File: config.mk
export PLATFORM = sky130hd
export DESIGN_NAME = usb_setup_decoder
export DESIGN_NICKNAME = d
export VERILOG_FILES = /design/src/rtl/usb_setup_decoder.sv
export SDC_FILE = /design/constraint.sdc
export NUM_CORES = 1
export LEC_CHECK = 0
export ABC_AREA = 1
export CORE_MARGIN = 3
export CORE_UTILIZATION = 49
export DETAILED_ROUTE_END_ITERATION = 7
export GPL_ROUTABILITY_DRIVEN = 0
export PLACE_DENSITY = 0.78
export SETUP_SLACK_MARGIN = 0.05
export SYNTH_ARGS = -nofsm -noshare
export SYNTH_HDL_FRONTEND = slang
export SYNTH_SLANG_ARGS = --single-unit
File: constraint.sdc
create_clock -name clk_48 -period 1.8 [get_ports clk_48]
set_input_delay 0.36 -clock clk_48 [delete_from_list [all_inputs] [get_ports clk_48]]
set_output_delay 0.36 -clock clk_48 [all_outputs]
set_load 0.05 [all_outputs]
File: src/rtl/usb_setup_decoder.sv
// Collects the 8-byte SETUP data stage, decodes request fields, and owns the device address.
// Latency: req_valid/req_err one cycle after rx_end (or timeout); the input stream has no backpressure.
module usb_setup_decoder #(
    parameter int SETUP_LEN = 8,
    parameter int ADDR_W    = 7,
    parameter int TIMEOUT   = 4800
) (
    input  logic              clk_48,
    input  logic              rst_n,
    input  logic              usb_rst,
    input  logic              setup,
    input  logic [7:0]        rx_data,
    input  logic              rx_strobe,
    input  logic              rx_end,
    input  logic              rx_crc_ok,
    input  logic              status_done,
    output logic              req_valid,
    output logic              req_err,
    output logic              busy,
    output logic [7:0]        bm_request_type,
    output logic [7:0]        b_request,
    output logic [15:0]       w_value,
    output logic [15:0]       w_index,
    output logic [15:0]       w_length,
    output logic [ADDR_W-1:0] dev_addr
);

    localparam int CNT_W = $clog2(SETUP_LEN + 2);
    localparam int TO_W  = $clog2(TIMEOUT);

    typedef enum logic {S_IDLE, S_COLLECT} state_t;

    state_t                     state_q, state_d;
    logic [CNT_W-1:0]           cnt_q, cnt_d;
    logic [TO_W-1:0]            idle_q, idle_d;
    logic [SETUP_LEN-1:0][7:0]  shadow_q, shadow_d;
    logic                       valid_q, valid_d;
    logic                       err_q, err_d;
    logic [7:0]                 bmrt_q, bmrt_d;
    logic [7:0]                 breq_q, breq_d;
    logic [15:0]                wval_q, wval_d;
    logic [15:0]                widx_q, widx_d;
    logic [15:0]                wlen_q, wlen_d;
    logic                       pend_q, pend_d;
    logic [ADDR_W-1:0]          pend_addr_q, pend_addr_d;
    logic [ADDR_W-1:0]          dev_addr_q, dev_addr_d;
    logic                       byte_in;
    logic                       timeout;
    logic                       good;

    assign byte_in = rx_strobe & setup;

    always_comb begin
        state_d     = state_q;
        cnt_d       = cnt_q;
        idle_d      = idle_q;
        shadow_d    = shadow_q;
        valid_d     = 1'b0;
        err_d       = 1'b0;
        bmrt_d      = bmrt_q;
        breq_d      = breq_q;
        wval_d      = wval_q;
        widx_d      = widx_q;
        wlen_d      = wlen_q;
        pend_d      = pend_q;
        pend_addr_d = pend_addr_q;
        dev_addr_d  = dev_addr_q;
        timeout     = 1'b0;
        good        = 1'b0;

        if (usb_rst) begin
            state_d     = S_IDLE;
            cnt_d       = '0;
            idle_d      = '0;
            bmrt_d      = '0;
            breq_d      = '0;
            wval_d      = '0;
            widx_d      = '0;
            wlen_d      = '0;
            pend_d      = 1'b0;
            pend_addr_d = '0;
            dev_addr_d  = '0;
        end else begin
            if (byte_in) begin
                idle_d = '0;
                if (state_q == S_IDLE) begin
                    state_d     = S_COLLECT;
                    cnt_d       = CNT_W'(1);
                    shadow_d[0] = rx_data;
                end else begin
                    for (int i = 0; i < SETUP_LEN; i++) begin
                        if (cnt_q == CNT_W'(i)) shadow_d[i] = rx_data;
                    end
                    // Saturating one past full marks an overrun without wrapping.
                    if (cnt_q != CNT_W'(SETUP_LEN + 1)) cnt_d = cnt_q + CNT_W'(1);
                end
            end else if (state_q == S_COLLECT) begin
                if (idle_q == TO_W'(TIMEOUT - 1)) timeout = 1'b1;
                else                              idle_d  = idle_q + TO_W'(1);
            end

            if (status_done && pend_q) begin
                dev_addr_d = pend_addr_q;
                pend_d     = 1'b0;
            end

            // state_d already reflects a byte taken this cycle, so rx_end sees it counted.
            if (rx_end && state_d == S_COLLECT) begin
                good    = (cnt_d == CNT_W'(SETUP_LEN)) && rx_crc_ok;
                state_d = S_IDLE;
                cnt_d   = '0;
                idle_d  = '0;
                if (good) begin
                    valid_d = 1'b1;
                    bmrt_d  = shadow_d[0];
                    breq_d  = shadow_d[1];
                    wval_d  = {shadow_d[3], shadow_d[2]};
                    widx_d  = {shadow_d[5], shadow_d[4]};
                    wlen_d  = {shadow_d[7], shadow_d[6]};
                    if (shadow_d[0] == 8'h00 && shadow_d[1] == 8'h05) begin
                        pend_d      = 1'b1;
                        pend_addr_d = shadow_d[2][ADDR_W-1:0];
                    end else begin
                        pend_d = 1'b0;
                    end
                end else begin
                    err_d = 1'b1;
                end
            end else if (timeout) begin
                state_d = S_IDLE;
                cnt_d   = '0;
                idle_d  = '0;
                err_d   = 1'b1;
            end
        end
    end

    always_ff @(posedge clk_48 or negedge rst_n) begin
        if (!rst_n) begin
            state_q     <= S_IDLE;
            cnt_q       <= '0;
            idle_q      <= '0;
            shadow_q    <= '0;
            valid_q     <= 1'b0;
            err_q       <= 1'b0;
            bmrt_q      <= '0;
            breq_q      <= '0;
            wval_q      <= '0;
            widx_q      <= '0;
            wlen_q      <= '0;
            pend_q      <= 1'b0;
            pend_addr_q <= '0;
            dev_addr_q  <= '0;
        end else begin
            state_q     <= state_d;
            cnt_q       <= cnt_d;
            idle_q      <= idle_d;
            shadow_q    <= shadow_d;
            valid_q     <= valid_d;
            err_q       <= err_d;
            bmrt_q      <= bmrt_d;
            breq_q      <= breq_d;
            wval_q      <= wval_d;
            widx_q      <= widx_d;
            wlen_q      <= wlen_d;
            pend_q      <= pend_d;
            pend_addr_q <= pend_addr_d;
            dev_addr_q  <= dev_addr_d;
        end
    end

    assign req_valid       = valid_q;
    assign req_err         = err_q;
    assign busy            = (state_q == S_COLLECT);
    assign bm_request_type = bmrt_q;
    assign b_request       = breq_q;
    assign w_value         = wval_q;
    assign w_index         = widx_q;
    assign w_length        = wlen_q;
    assign dev_addr        = dev_addr_q;

endmodule

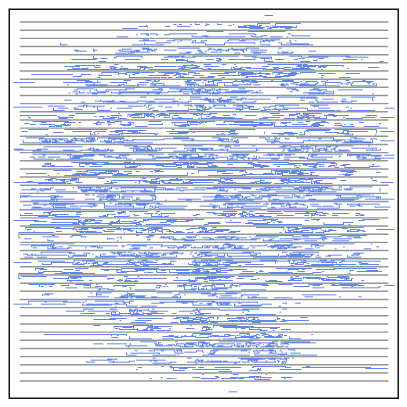
*The metal 1 layer*
Scale: 3 px per um. Supply wires on this layer in gray.
The wires run mostly horizontal. The layer holds 44% of the routed length.

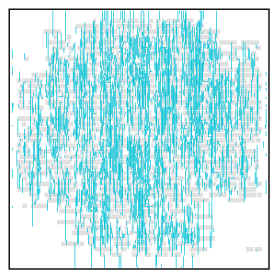
*Met2 routing*
Scale: 2 px per um. Cells faint in the background.
896 nets have wire on it. The wires run mostly vertical.

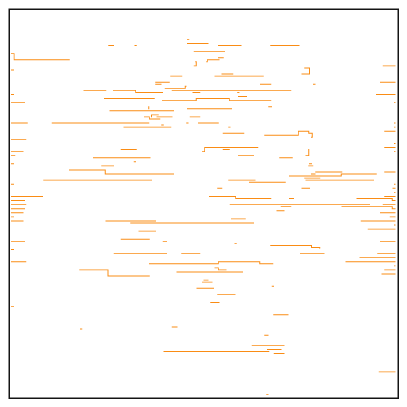
*The metal 3 layer*
Scale: 3 px per um.
The wires run mostly horizontal. The layer carries 1190 um of wire.

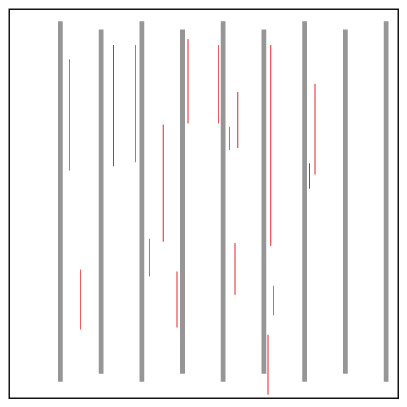
*Met4 routing*
Scale: 3 px per um. Supply wires on this layer in gray.
The layer holds 2.1% of the routed length. The wires run mostly vertical. 13 nets have wire on it.
total via count after detailed routing: 6659
total routed wirelength: 20900 um

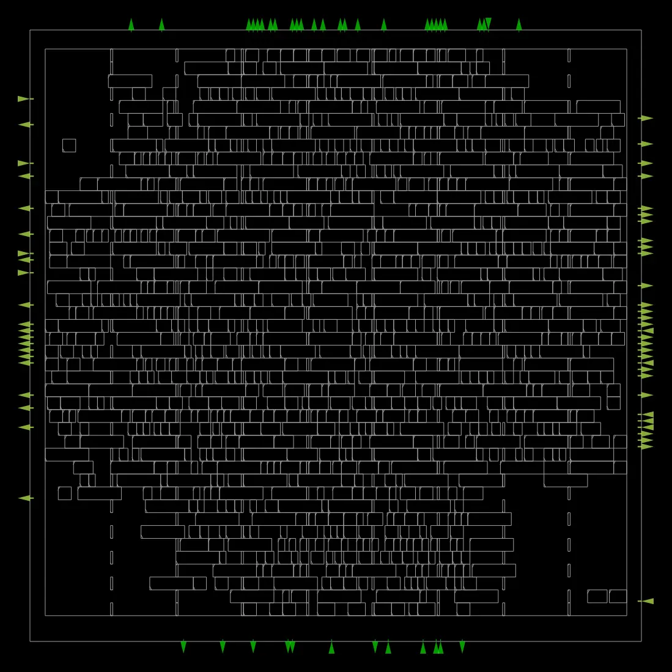
*Cell outlines without signal wires*
share of cell area taken by flip-flops and latches: 39.3%
final standard cell utilization of the core: 70.7%

==> report_table.html <==
<p>Metrics extracted from the flow reports.</p>
<table>
<tr><th>Metric</th><th>Value</th></tr>
<tr><th colspan="2">Layout</th></tr>
<tr><td># nets final</td><td>~1000</td></tr>
<tr><td>Relative area of clock buffers and inverters in the final design</td><td>5.39%</td></tr>
<tr><td>Clock buffer cells</td><td>19</td></tr>
<tr><td>Number of flip-flops and latches</td><td>~160</td></tr>
<tr><td>Post-route design area</td><td>10400 sq um</td></tr>
<tr><th colspan="2">Timing</th></tr>
<tr><td>Worst rel slew slack</td><td>67.2%</td></tr>
<tr><td>Slew Viols, Final</td><td>0</td></tr>
<tr><td>Fmax</td><td>494 MHz</td></tr>
<tr><td>Final count of negative-setup-slack endpoints</td><td>roughly 76</td></tr>
<tr><td>Worst setup margin</td><td>-0.223 ns</td></tr>
<tr><th colspan="2">Worst setup path</th></tr>
<tr><td>Critical register-to-register path startpoint</td><td>cnt_q[1]</td></tr>
<tr><td>Max incr delay on CP</td><td>0.41 ns</td></tr>
<tr><td>End of the worst register-to-register path</td><td>pend_q</td></tr>
<tr><td>Data arrival, critical path</td><td>2.35 ns</td></tr>
<tr><td>Worst setup path startpoint</td><td>cnt_q[1]</td></tr>
<tr><td>Setup Crit Path Kind</td><td>reg2reg</td></tr>
<tr><td>Critical path, cell by cell</td><td>inv_2, ha_4, nand3_4, nand2_4, nand2_2, nand2_2, nand3_4, nor2_8, nor2_8, clkbuf_16, buf_12, nand3b_1, nand2_1</td></tr>
<tr><td>CP max-delay cell</td><td>sky130_fd_sc_hd__dfrtp_1</td></tr>
<tr><th colspan="2">Clock tree</th></tr>
<tr><td>H-Tree Depth</td><td>4</td></tr>
<tr><td>Clk latency late pin</td><td>about 0.44 ns</td></tr>
<tr><td>Total CTS buffers</td><td>17</td></tr>
<tr><th colspan="2">Logic synthesis</th></tr>
<tr><td>Main combinational cell family by area after synthesis</td><td>simple AND/OR/NAND/NOR gates</td></tr>
<tr><td>Distinct cells, synth</td><td>35</td></tr>
<tr><td>Post-synth top area cell</td><td>sky130_fd_sc_hd__dfrtp_1</td></tr>
<tr><td>Number of standard cells reported by yosys</td><td>842</td></tr>
<tr><td>Main area contributors</td><td>sky130_fd_sc_hd__dfrtp_1, sky130_fd_sc_hd__o21ai_0, sky130_fd_sc_hd__nand2_1, sky130_fd_sc_hd__inv_1, sky130_fd_sc_hd__a21oi_1</td></tr>
<tr><td>Share of the yosys chip area belonging to registers</td><td>54.9%</td></tr>
<tr><td>Post-synthesis async set-or-reset flop share</td><td>100%</td></tr>
<tr><td>Portion of netlist area occupied by mux cells</td><td>0%</td></tr>
<tr><td>Xor-xnor portion of the synthesized cell area</td><td>0.354%</td></tr>
<tr><td>Synth Area in Simple Gates</td><td>18.7%</td></tr>
<tr><th colspan="2">Global route</th></tr>
<tr><td>Largest net degree at the start of global routing</td><td>49</td></tr>
<tr><td>Gr ovfl total</td><td>0</td></tr>
<tr><td>Global routing usage summed across all routing layers</td><td>22.9%</td></tr>
<tr><td>Vias in the first global route</td><td>6013</td></tr>
<tr><th colspan="2">Flow run</th></tr>
<tr><td>Number of warnings the tools reported</td><td>32</td></tr>
<tr><td>Max-capacitance violation count</td><td>0</td></tr>
<tr><th colspan="2">Drt</th></tr>
<tr><td>Detailed-routing iteration count for the pre-antenna-repair pass</td><td>5</td></tr>
<tr><td>Number of antenna-violating nets in the routed design</td><td>0</td></tr>
<tr><td>Residual DRC count</td><td>0</td></tr>
<tr><th colspan="2">Status</th></tr>
<tr><td>Failing checks</td><td>negative setup slack</td></tr>
<tr><td>Result of the run</td><td>complete, but fails checks</td></tr>
<tr><th colspan="2">Placement</th></tr>
<tr><td>Dpl hpwl</td><td>12900 um</td></tr>
<tr><th colspan="2">Die</th></tr>
<tr><td>Number of well taps</td><td>about 180</td></tr>
<tr><td>Die footprint</td><td>approximately 17000 sq um</td></tr>
<tr><td>Count of boundary I/O pins</td><td>90</td></tr>
<tr><th colspan="2">Power</th></tr>
<tr><td>PD cells</td><td>920 nW/um^2</td></tr>
</table>
[cell families (layout without fill, tap and decap cells)]
logic type	after synthesis	count (layout)
compound gates	241	241
xor+xnor	3	3
fa+ha+maj	5	5
buf+inv	135	323
flops	163	163
simple gates	295	295
[worst max path at each step]
stage	to	depth (start not counted)
2_1_floorplan	pend_addr_q[6]	13
3_3_place_gp	shadow_q[30]	8
3_5_place_dp	w_length[9]	12
4_1_cts	pend_addr_q[5]	13
5_1_grt	pend_addr_q[6]	12
6_report	pend_q	13
[report_power, final]
group	switching [mW]	internal (mW)	total (mW)
combinational	1.21	0.712	1.92
clock	1.56	1.92	3.48
sequential	0.160	3.98	4.14
[what timing repair did]
item,in CTS,in global routing
endpoints found under the hold margin,44,0
gates resized,34,175
hold buffers,1,0
gates cloned,0,9
buffers inserted,1,6
setup endpoints to repair,86,134
pin swaps,9,22
[through the flow]
step / TNS (ns) / instances / hold WS, ns / total power, mW
2_1_floorplan: -0.00260 / 842 / 0.0644 / 5.15
3_3_place_gp: -42.84 / 1165 / 0.346 / 5.76
3_5_place_dp: -48.95 / 1165 / 0.351 / 5.81
4_1_cts: -5.19 / 1199 / 0.466 / 9.30
5_1_grt: -20.01 / 1214 / 0.480 / 9.92
6_report: -12.11 / 1214 / 0.448 / 9.55
[routing by layer]
layer	track usage (%)	vias to the layer above	wire (um)
li1	-	3126	-
met1	32.8	3266	9090
met2	34.1	226	10100
met3	5.48	41	1190
met4	8.15	0	435
met5	0	-	0
[sequential cells by signal (all words and copies together) (netlist names)]
signal,cells
busy,1
pend_addr_q,7
dev_addr,7
w_length,16
w_value,16
b_request,8
req_valid,1
bm_request_type,8
pend_q,1
cnt_q,4
req_err,1
shadow_q,64
w_index,16
idle_q,13
[synthesized netlist by cell type (3+ instances only)]
cell type	n
sky130_fd_sc_hd__buf_1	4
sky130_fd_sc_hd__nand2_1	161
sky130_fd_sc_hd__nand2_2	10
sky130_fd_sc_hd__ha_1	5
sky130_fd_sc_hd__buf_2	4
sky130_fd_sc_hd__nor2_8	3
sky130_fd_sc_hd__nor2_1	39
sky130_fd_sc_hd__clkbuf_1	16
sky130_fd_sc_hd__o21ai_2	4
sky130_fd_sc_hd__xor2_1	3
sky130_fd_sc_hd__o21bai_1	7
sky130_fd_sc_hd__inv_1	92
sky130_fd_sc_hd__o21ai_1	34
sky130_fd_sc_hd__nor2_2	3
sky130_fd_sc_hd__nand3_2	5
sky130_fd_sc_hd__buf_6	13
sky130_fd_sc_hd__inv_4	3
sky130_fd_sc_hd__nand3b_1	4
sky130_fd_sc_hd__dfrtp_1	163
sky130_fd_sc_hd__nand2_4	6
sky130_fd_sc_hd__nor3_1	14
sky130_fd_sc_hd__a21oi_1	47
sky130_fd_sc_hd__nand3_1	40
sky130_fd_sc_hd__nor2_4	3
sky130_fd_sc_hd__o21ai_0	143
sky130_fd_sc_hd__inv_2	3
[worst max-delay path, delay by kind of cell (launching register included)]
kind	cells	cell delay, ns
and+or+nand+nor	9	0.89
adders and majority gates	1	0.17
buffers and inverters	3	0.44
DFF	1	0.41
Power is estimated from default activity; no workload was simulated.
